Fig. 1: run 1, M1 wires
Cells faint in the background.
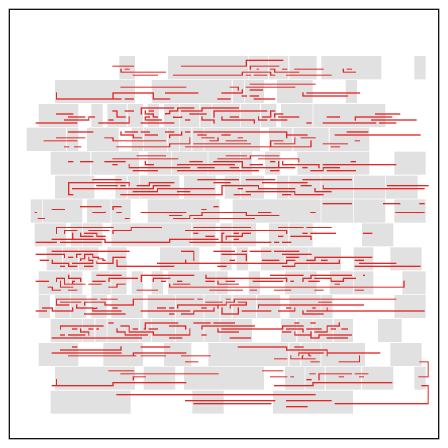
Fig. 2: run 1, the metal 2 layer
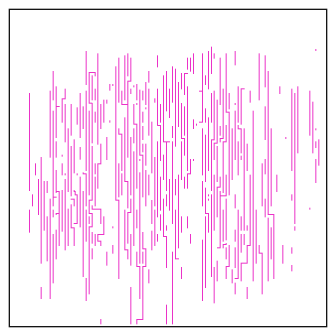
Fig. 3: run 1, met3 routing
Cells faint in the background.
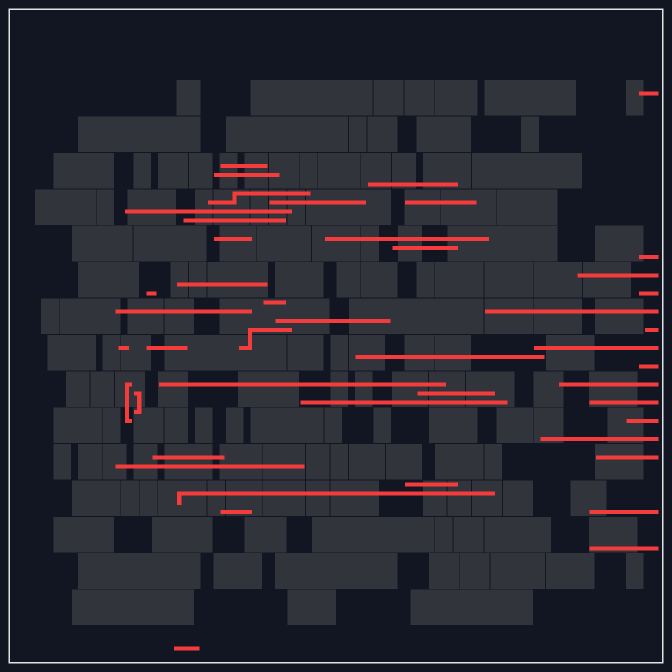
File: src/rtl/lra_pkg.sv
// Shared types and sizing helper for the locking round-robin arbiter.
package lra_pkg;

  typedef enum logic {
    LRA_IDLE = 1'b0,
    LRA_HOLD = 1'b1
  } lra_state_e;

  // Index width for grant_id / ptr / beat counter; never narrower than 1 bit.
  function automatic int lra_idx_w(input int n);
    return (n <= 2) ? 1 : $clog2(n);
  endfunction

endpackage

File: src/rtl/rr_pick.sv
// Combinational round-robin picker: first unmasked request at or above ptr, wrapping.
module rr_pick
  import lra_pkg::*;
#(
  parameter int N_REQ = 4
) (
  input  logic [N_REQ-1:0]              req,
  input  logic [lra_idx_w(N_REQ)-1:0]   ptr,
  input  logic [N_REQ-1:0]              mask,
  output logic [N_REQ-1:0]              onehot,
  output logic [lra_idx_w(N_REQ)-1:0]   idx,
  output logic                          any_req
);

  localparam int IW = lra_idx_w(N_REQ);

  logic [N_REQ-1:0] eff;
  logic [IW-1:0]    pos;

  assign eff = req & ~mask;

  // Modulo wrap keeps non-power-of-two N_REQ from scanning phantom slots.
  always_comb begin
    onehot  = '0;
    idx     = '0;
    any_req = 1'b0;
    pos     = '0;
    for (int off = 0; off < N_REQ; off++) begin
      pos = IW'((int'(ptr) + off) % N_REQ);
      if (!any_req && eff[pos]) begin
        any_req     = 1'b1;
        onehot[pos] = 1'b1;
        idx         = pos;
      end
    end
  end

endmodule

File: src/rtl/locking_rr_arbiter.sv
// Round-robin arbiter that locks a grant until the owner's last beat.
// Optional forced release after MAX_HOLD beats when LRA_TIMEOUT_EN is defined.
//
// state    | meaning
// LRA_IDLE | no owner, arbitrate every cycle
// LRA_HOLD | one owner, grant frozen until release beat
module locking_rr_arbiter
  import lra_pkg::*;
#(
  parameter int N_REQ    = 4,
  parameter int MAX_HOLD = 16
) (
  input  logic                          clk,
  input  logic                          rst,
  input  logic [N_REQ-1:0]              req,
  input  logic [N_REQ-1:0]              last,
  input  logic                          res_ready,
  output logic [N_REQ-1:0]              grant,
  output logic [lra_idx_w(N_REQ)-1:0]   grant_id,
  output logic                          busy,
  output logic                          beat,
  output logic                          timeout
);

  localparam int IW = lra_idx_w(N_REQ);

  lra_state_e       state_q, state_d;
  logic [IW-1:0]    ptr_q, ptr_d, id_d, rel_ptr, pick_ptr, pick_idx;
  logic [N_REQ-1:0] grant_d, pick_mask, pick_oh;
  logic             pick_any, last_own, rel, forced;

  assign busy     = (state_q == LRA_HOLD);
  assign beat     = busy & res_ready & req[grant_id];
  assign last_own = last[grant_id];
  assign rel      = beat & (last_own | forced);
  assign rel_ptr  = (grant_id == IW'(N_REQ - 1)) ? '0 : grant_id + IW'(1);

  // While holding, the picker already looks at the post-release pointer
  // and masks the current owner, so a release hands over with no bubble.
  assign pick_ptr  = busy ? rel_ptr : ptr_q;
  assign pick_mask = busy ? grant : '0;

  rr_pick #(.N_REQ(N_REQ)) u_pick (
    .req     (req),
    .ptr     (pick_ptr),
    .mask    (pick_mask),
    .onehot  (pick_oh),
    .idx     (pick_idx),
    .any_req (pick_any)
  );

  always_comb begin
    state_d = state_q;
    ptr_d   = ptr_q;
    grant_d = grant;
    id_d    = grant_id;
    unique case (state_q)
      LRA_IDLE: begin
        if (pick_any) begin
          state_d = LRA_HOLD;
          grant_d = pick_oh;
          id_d    = pick_idx;
        end
      end
      LRA_HOLD: begin
        if (rel) begin
          ptr_d = rel_ptr;
          if (pick_any) begin
            grant_d = pick_oh;
            id_d    = pick_idx;
          end else begin
            state_d = LRA_IDLE;
            grant_d = '0;
            id_d    = '0;
          end
        end
      end
      default: begin
        state_d = LRA_IDLE;
        grant_d = '0;
        id_d    = '0;
      end
    endcase
  end

  always_ff @(posedge clk or posedge rst) begin
    if (rst) begin
      state_q  <= LRA_IDLE;
      ptr_q    <= '0;
      grant    <= '0;
      grant_id <= '0;
    end else begin
      state_q  <= state_d;
      ptr_q    <= ptr_d;
      grant    <= grant_d;
      grant_id <= id_d;
    end
  end

`ifdef LRA_TIMEOUT_EN
  localparam int CW = lra_idx_w(MAX_HOLD + 1);

  logic [CW-1:0] cnt_q, cnt_d;
  logic          timeout_q;

  // Counter holds beats already taken; the MAX_HOLD-th beat sees MAX_HOLD-1.
  assign forced  = beat & ~last_own & (cnt_q == CW'(MAX_HOLD - 1));
  assign timeout = timeout_q;

  always_comb begin
    cnt_d = cnt_q;
    if (!busy) begin
      if (pick_any) cnt_d = '0;
    end else if (rel) begin
      cnt_d = '0;
    end else if (beat) begin
      cnt_d = cnt_q + CW'(1);
    end
  end

  always_ff @(posedge clk or posedge rst) begin
    if (rst) begin
      cnt_q     <= '0;
      timeout_q <= 1'b0;
    end else begin
      cnt_q     <= cnt_d;
      timeout_q <= forced;
    end
  end
`else
  logic unused_max_hold;

  assign forced          = 1'b0;
  assign timeout         = 1'b0;
  assign unused_max_hold = (MAX_HOLD > 0);
`endif

endmodule
File: config.mk
export PLATFORM = sky130hd
export DESIGN_NAME = locking_rr_arbiter
export DESIGN_NICKNAME = d
export VERILOG_FILES = /design/src/rtl/lra_pkg.sv /design/src/rtl/rr_pick.sv /design/src/rtl/locking_rr_arbiter.sv
export SDC_FILE = /design/constraint.sdc
export NUM_CORES = 1
export LEC_CHECK = 0
export ABC_CLOCK_PERIOD_IN_PS = 3630
export CORE_MARGIN = 1
export CORE_UTILIZATION = 53
export DETAILED_ROUTE_END_ITERATION = 7
export PLACE_DENSITY = 0.81
export SLEW_MARGIN = 20
export SYNTH_ARGS = -nofsm -noshare
export SYNTH_HDL_FRONTEND = slang
export SYNTH_SLANG_ARGS = --single-unit
File: constraint.sdc
create_clock -name clk -period 3.63 [get_ports clk]
set_clock_uncertainty 0.2 [all_clocks]
set_input_delay 0.363 -clock clk [delete_from_list [all_inputs] [get_ports clk]]
set_output_delay 0.363 -clock clk [all_outputs]
set_load 0.1 [all_outputs]
==> results.cfg, run 1 <==
; yosys + openroad results
[route]
wl_met3_microns = 287
routed_via_density = 6.54
wl_per_cell_microns = 17.5
met1Wirelength_microns = 1280

[worst_setup_path]
cp-startpoint = grant_id[0]
setup.worst_path.end = grant_id[0]
r2r_start = grant_id[0]
crit_top_cell = ha_1
startpoint_type = flop
crit_arrival_ns = 2.92
reg2reg_to = grant_id[0]
worst_path_max_delay_cell = dfrtp_1
crit_cells = 8
worstRegToRegCells = 8

[clock_tree]
numClockSinks = 9
clk_path_buf_depth = 2
htree_num_levels = 1
cts-root-buf = clkbuf_4
clk_pin_slew_worst_paths_ns = 0.07
post_cts_buffers = 0
cts_resized = 0

[synthesis]
syn_area_per_cell_sq_um = 8.90
synthTopCellsByCount = 15 x nand2_1, 9 x dfrtp_1, 9 x ha_1, 9 x inv_1, 9 x o21ai_0
xor_share_pct = 0
synth_area_leader_cell = dfrtp_1
top_logic_kind = AND-OR/OR-AND gates
aoi_share_pct = 34.2
synth_cell_types = 47
syn_inst = 130
ys_seq_share_pct = 19.5
adder_share_pct = 9.73
ys_sh_simple_pct = 18.7
yosys_area_sq_um = 1160
ff_type = dfrtp_1
ys_cells = 130
syn_area_sq_um = 1160

[final_layout]
syn_to_final_growth_pct = 19.2
bufAreaShareNonClock_pct = 14.3
nClkBuffers = 4
final-instance-count-excl-fill = 177
seq_share_pct = 16.3
lay_top_count = clkdlybuf4s50_1
comb_cells = 107
comb_area_sq_um = 863
sh_comb_area_pct = 62.6
n_all_inverters = 9
n_sequential_cell = 9
fin_area_sq_um = 1380
register_area_sq_um = 225
diodes = 0
clock_area_share_pct = 1.90
layout.nets = 171
fill_cells = 160

[floorplan]
row_count = 16
core-area_sq_um = 2000
ioPinCount = 20
nWellTaps = 27
fp-utilization_pct = 57.8

[job]
maxCapViolations = 0
log.warning_count = 33

[global_routing]
grt-ovfl-total = 0
grt_pass1_vias = 1051
grt_max_degree = 19
antenna_found_initial = 0

[run_status]
status = complete, no violations

[final_timing]
fmax_mhz = 338
slew_violations = 0
slew_headroom_pct = 34.2
hold_viol = 0
fin_crit_ns = 2.96
tightestPinTransition_ns = 0.984

[place]
io_buffers = 18
About Fig. 1:
The layer carries 1280 microns of wire. 144 nets have wire on it. The wires run mostly horizontal. The longest straight run is 26.7 microns. The layer holds 42% of the routed length.
global-route track usage on met1: 38.4%
via count: 1157
Total Wirelength: 3090 microns

About Fig. 2:
The longest straight run is 26.2 microns. The layer holds 47% of the routed length. The wires run mostly vertical.
M2 GR Usage: 46.8%

About Fig. 3:
The layer holds 9.3% of the routed length. The longest straight run is 23.5 microns. The layer carries 287 microns of wire. The wires run mostly horizontal.
met3 usage: 3.14%

run 1: through the flow:
stage | hold WS [ns] | setup slack, ns | utilization [%]
final | 0.151 | 0.674 | 68.9
after global routing | 0.208 | 0.451 | 68.9
after CTS | 0.187 | 0.694 | 68.9
after detailed placement | 0.328 | 0.728 | 67.6
after global placement | 0.305 | 0.736 | 67.6
after floorplan | -0.00908 | 0.201 | -
run 1: sequential cells by signal (all words and copies together) (netlist names):
register / count
busy: 1
grant: 4
grant_id: 2
ptr_q: 2
Fig. 4: run 1, register map, names as in the netlist
The bar under the picture is 10 microns long.
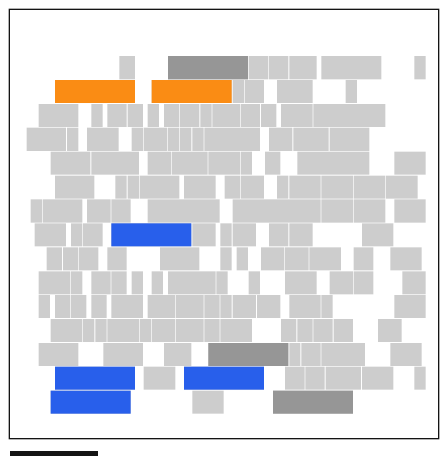

==> inputs of run 2 (changes only) <==
ABC_CLOCK_PERIOD_IN_PS = 2800   (was 3630)
clock period = 2.8 ns   (was 3.63 ns; I/O delays follow)
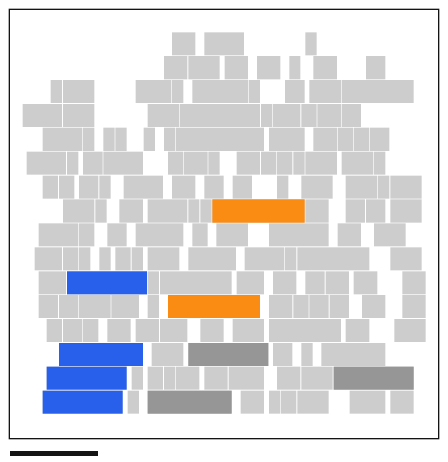
Fig. 5. Register map, names as in the netlist (run 2).
The bar under the picture is 10 microns long.
Key: blue = grant [placed flops 4, where south-west]; orange = grant_id [placed flops 2]
Another 3 sequential cells are not coloured.
sequential share of cell area: 16.1%
Core Util, Final: 73.1%
Flop area: 235 sq um

==> results.cfg, run 2 <==
; yosys + openroad results
[run_status]
status = complete, no violations

[worst_setup_path]
setup.worst_path.end = grant[1]
worstRegToRegCells = 7
cp-startpoint = grant_id[1]
reg2reg_to = grant[1]
worst_path_max_delay_cell = dfrtp_4
cp_max_fo = 11
crit_arrival_ns = 2.68
crit_type = reg2reg
r2r_start = grant_id[1]
startpoint_type = flop

[floorplan]
die_y_microns = 48.7
ioPinCount = 20
fp-utilization_pct = 57.8
nWellTaps = 27
core-area_sq_um = 2000
row_count = 16

[final_layout]
diodes = 0
sh_comb_area_pct = 60.5
n_all_inverters = 9
syn_to_final_growth_pct = 26.5
clock_area_share_pct = 1.88
lay_top_count = buf_4
n_sequential_cell = 9
fill_cells = 159
comb_area_sq_um = 886
top_register = grant
largest_reg_flops = 4
fin_area_sq_um = 1460
comb_cells = 107
nClkBuffers = 3
layout.nets = 178
bufAreaShareNonClock_pct = 16.9
top_regs = grant (4), grant_id (2), ptr_q (2)

[final_timing]
worst_slack_ns = 0.118
hold_viol = 0
slew_headroom_pct = 60.0
slew_violations = 0
fin_crit_ns = 2.68
fmax_mhz = 373
holdWs_ns = 0.0614
tightestPinTransition_ns = 0.599

[global_routing]
grt_pass1_vias = 1169
globalRouteMet3Util_pct = 5.35
use_met1_pct = 37.9
antenna_found_initial = 0
grt_max_degree = 15
grt_pass1_wl_microns = 5510
grt-ovfl-total = 0

[synthesis]
yosys_warnings = 0
synth_area_leader_cell = dfrtp_1
synth_cell_types = 47
ys_cells = 130
syn_inst = 130
ff_type = dfrtp_1
syn_area_per_cell_sq_um = 8.90
synthTopCellsByCount = 15 x nand2_1, 9 x dfrtp_1, 9 x ha_1, 9 x inv_1, 9 x o21ai_0
yosys_area_sq_um = 1160
syn_area_sq_um = 1160
ys_seq_share_pct = 19.5

[place]
io_buffers = 18
globalplace.congestion = 0.886

[route]
met1Wirelength_microns = 1310
wl_met3_microns = 295
wl_per_cell_microns = 18.7
routed_via_density = 6.59
wirelength_microns = 3440

[clock_tree]
cts-root-buf = clkbuf_4
htree_num_levels = 1
clk_pin_slew_worst_paths_ns = 0.07
cts_resized = 0
clk_path_buf_depth = 2
post_cts_buffers = 0
numClockSinks = 9

[job]
log.warning_count = 33
maxCapViolations = 0
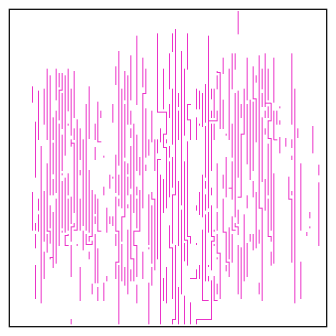
Fig. 6. The metal 2 layer (run 2).
The wires run mostly vertical. The longest straight run is 33.0 microns.
via count: 1212
M2 GR Usage: 53.9%

## run 2: cell counts after synthesis
No cell type changed its count.
## run 2: through the flow
step | instances | utilization [%]
global route | 184 | 73.1
detailed placement | 180 | 71.8
floorplan | 130 | -
finish | 184 | 73.1
global placement | 180 | 71.8
CTS | 184 | 73.1
## run 2: cell families after synthesis
| logic type | Yosys count | share of synthesized area, % |
|---|---|---|
| AND-OR/OR-AND | 49 | 34.2 |
| AND/OR/NAND/NOR | 39 | 18.7 |
| other | 1 | 0.324 |
| multiplexers | 9 | 11.7 |
| buffers and inverters | 14 | 5.94 |
| adder cells (fa/ha/maj) | 9 | 9.73 |
| flip-flops | 9 | 19.5 |
==> inputs of run 3 (changes only) <==
CAP_MARGIN = 20   (was unset)
CTS_CLUSTER_DIAMETER = 150   (was unset)
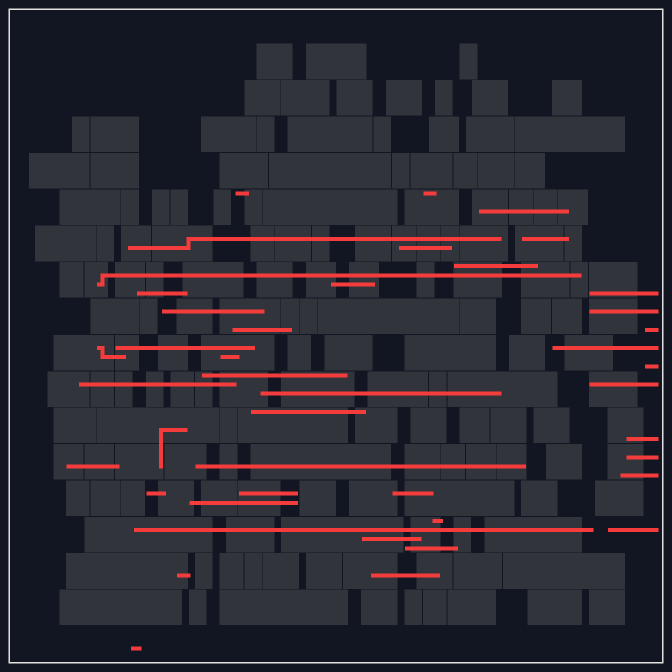
Fig. 7. Met3 routing (run 3).
Cells faint in the background.
The layer carries 295 microns of wire. The wires run mostly horizontal.
met3 usage: 5.35%
Total Wirelength: 3440 microns

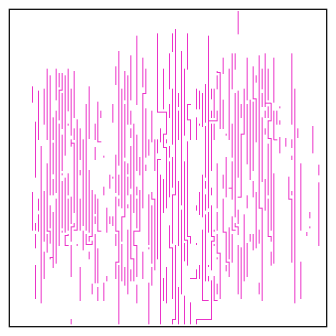
Fig. 8. The metal 2 layer (run 3).
154 nets have wire on it. The layer carries 1700 microns of wire. The wires run mostly vertical. The longest straight run is 33.0 microns.

==> results.cfg, run 3 <==
; yosys + openroad results
[synthesis]
ff_type = dfrtp_1
ys_sh_simple_pct = 18.7
aoi_share_pct = 34.2
yosys_warnings = 0
xor_share_pct = 0
syn_area_per_cell_sq_um = 8.90
synth_area_leader_cell = dfrtp_1
syn_area_sq_um = 1160
syn_inst = 130
ys_cells = 130
synthTopCellsByCount = 15 x nand2_1, 9 x dfrtp_1, 9 x ha_1, 9 x inv_1, 9 x o21ai_0

[final_layout]
syn_to_final_growth_pct = 26.5
layout.nets = 178
comb_area_sq_um = 886
largest_reg_flops = 4
lay_top_count = buf_4
register_area_sq_um = 235
diodes = 0
top_regs = grant (4), grant_id (2), ptr_q (2)
fin_util_pct = 73.1

[route]
vias = 1212
wl_per_cell_microns = 18.7

[floorplan]
ioPinCount = 20
row_count = 16
fp-utilization_pct = 57.8
core-area_sq_um = 2000

[clock_tree]
cts-root-buf = clkbuf_4
htree_num_levels = 1
cts_resized = 0
numClockSinks = 9
clk_pin_slew_worst_paths_ns = 0.07

[worst_setup_path]
crit_type = reg2reg
setup.worst_path.end = grant[1]
r2r_start = grant_id[1]
cp-startpoint = grant_id[1]
startpoint_type = flop
worst_path_max_delay_cell = dfrtp_4
worstRegToRegCells = 7

[global_routing]
grt_max_degree = 15
grt_pass1_vias = 1169
grt-ovfl-total = 0

[job]
log.warning_count = 33
maxCapViolations = 0

[place]
io_buffers = 18
dp_cells = 180
globalplace.congestion = 0.886

[final_timing]
fmax_mhz = 373
slew_headroom_pct = 60.0
worst_slack_ns = 0.118
fin_crit_ns = 2.68
holdWs_ns = 0.0614
tightestPinTransition_ns = 0.599

[run_status]
status = complete, no violations
==> run 3: cell counts in the layout (fill, tap and decap cells not counted) <==
Identical to the previous run, type by type.
==> run 3: cell type report <==
class / instances / area share [%]
Inverter: 9 / 2.31
Multi-Input combinational cell: 107 / 60.5
Timing Repair Buffer: 28 / 16.9
Clock buffer: 3 / 1.54
Sequential cell: 9 / 16.1
Clock inverter: 1 / 0.342
Tap cell: 27 / 2.31
==> run 3: layer usage <==
layer	global-route usage, %	part of all wire (%)	vias to the layer above
met1	37.9	38	580
met2	53.9	50	71
met3	5.35	8.6	14
li1	-	-	547
met5	0	0	-
met4	12.3	3.8	0
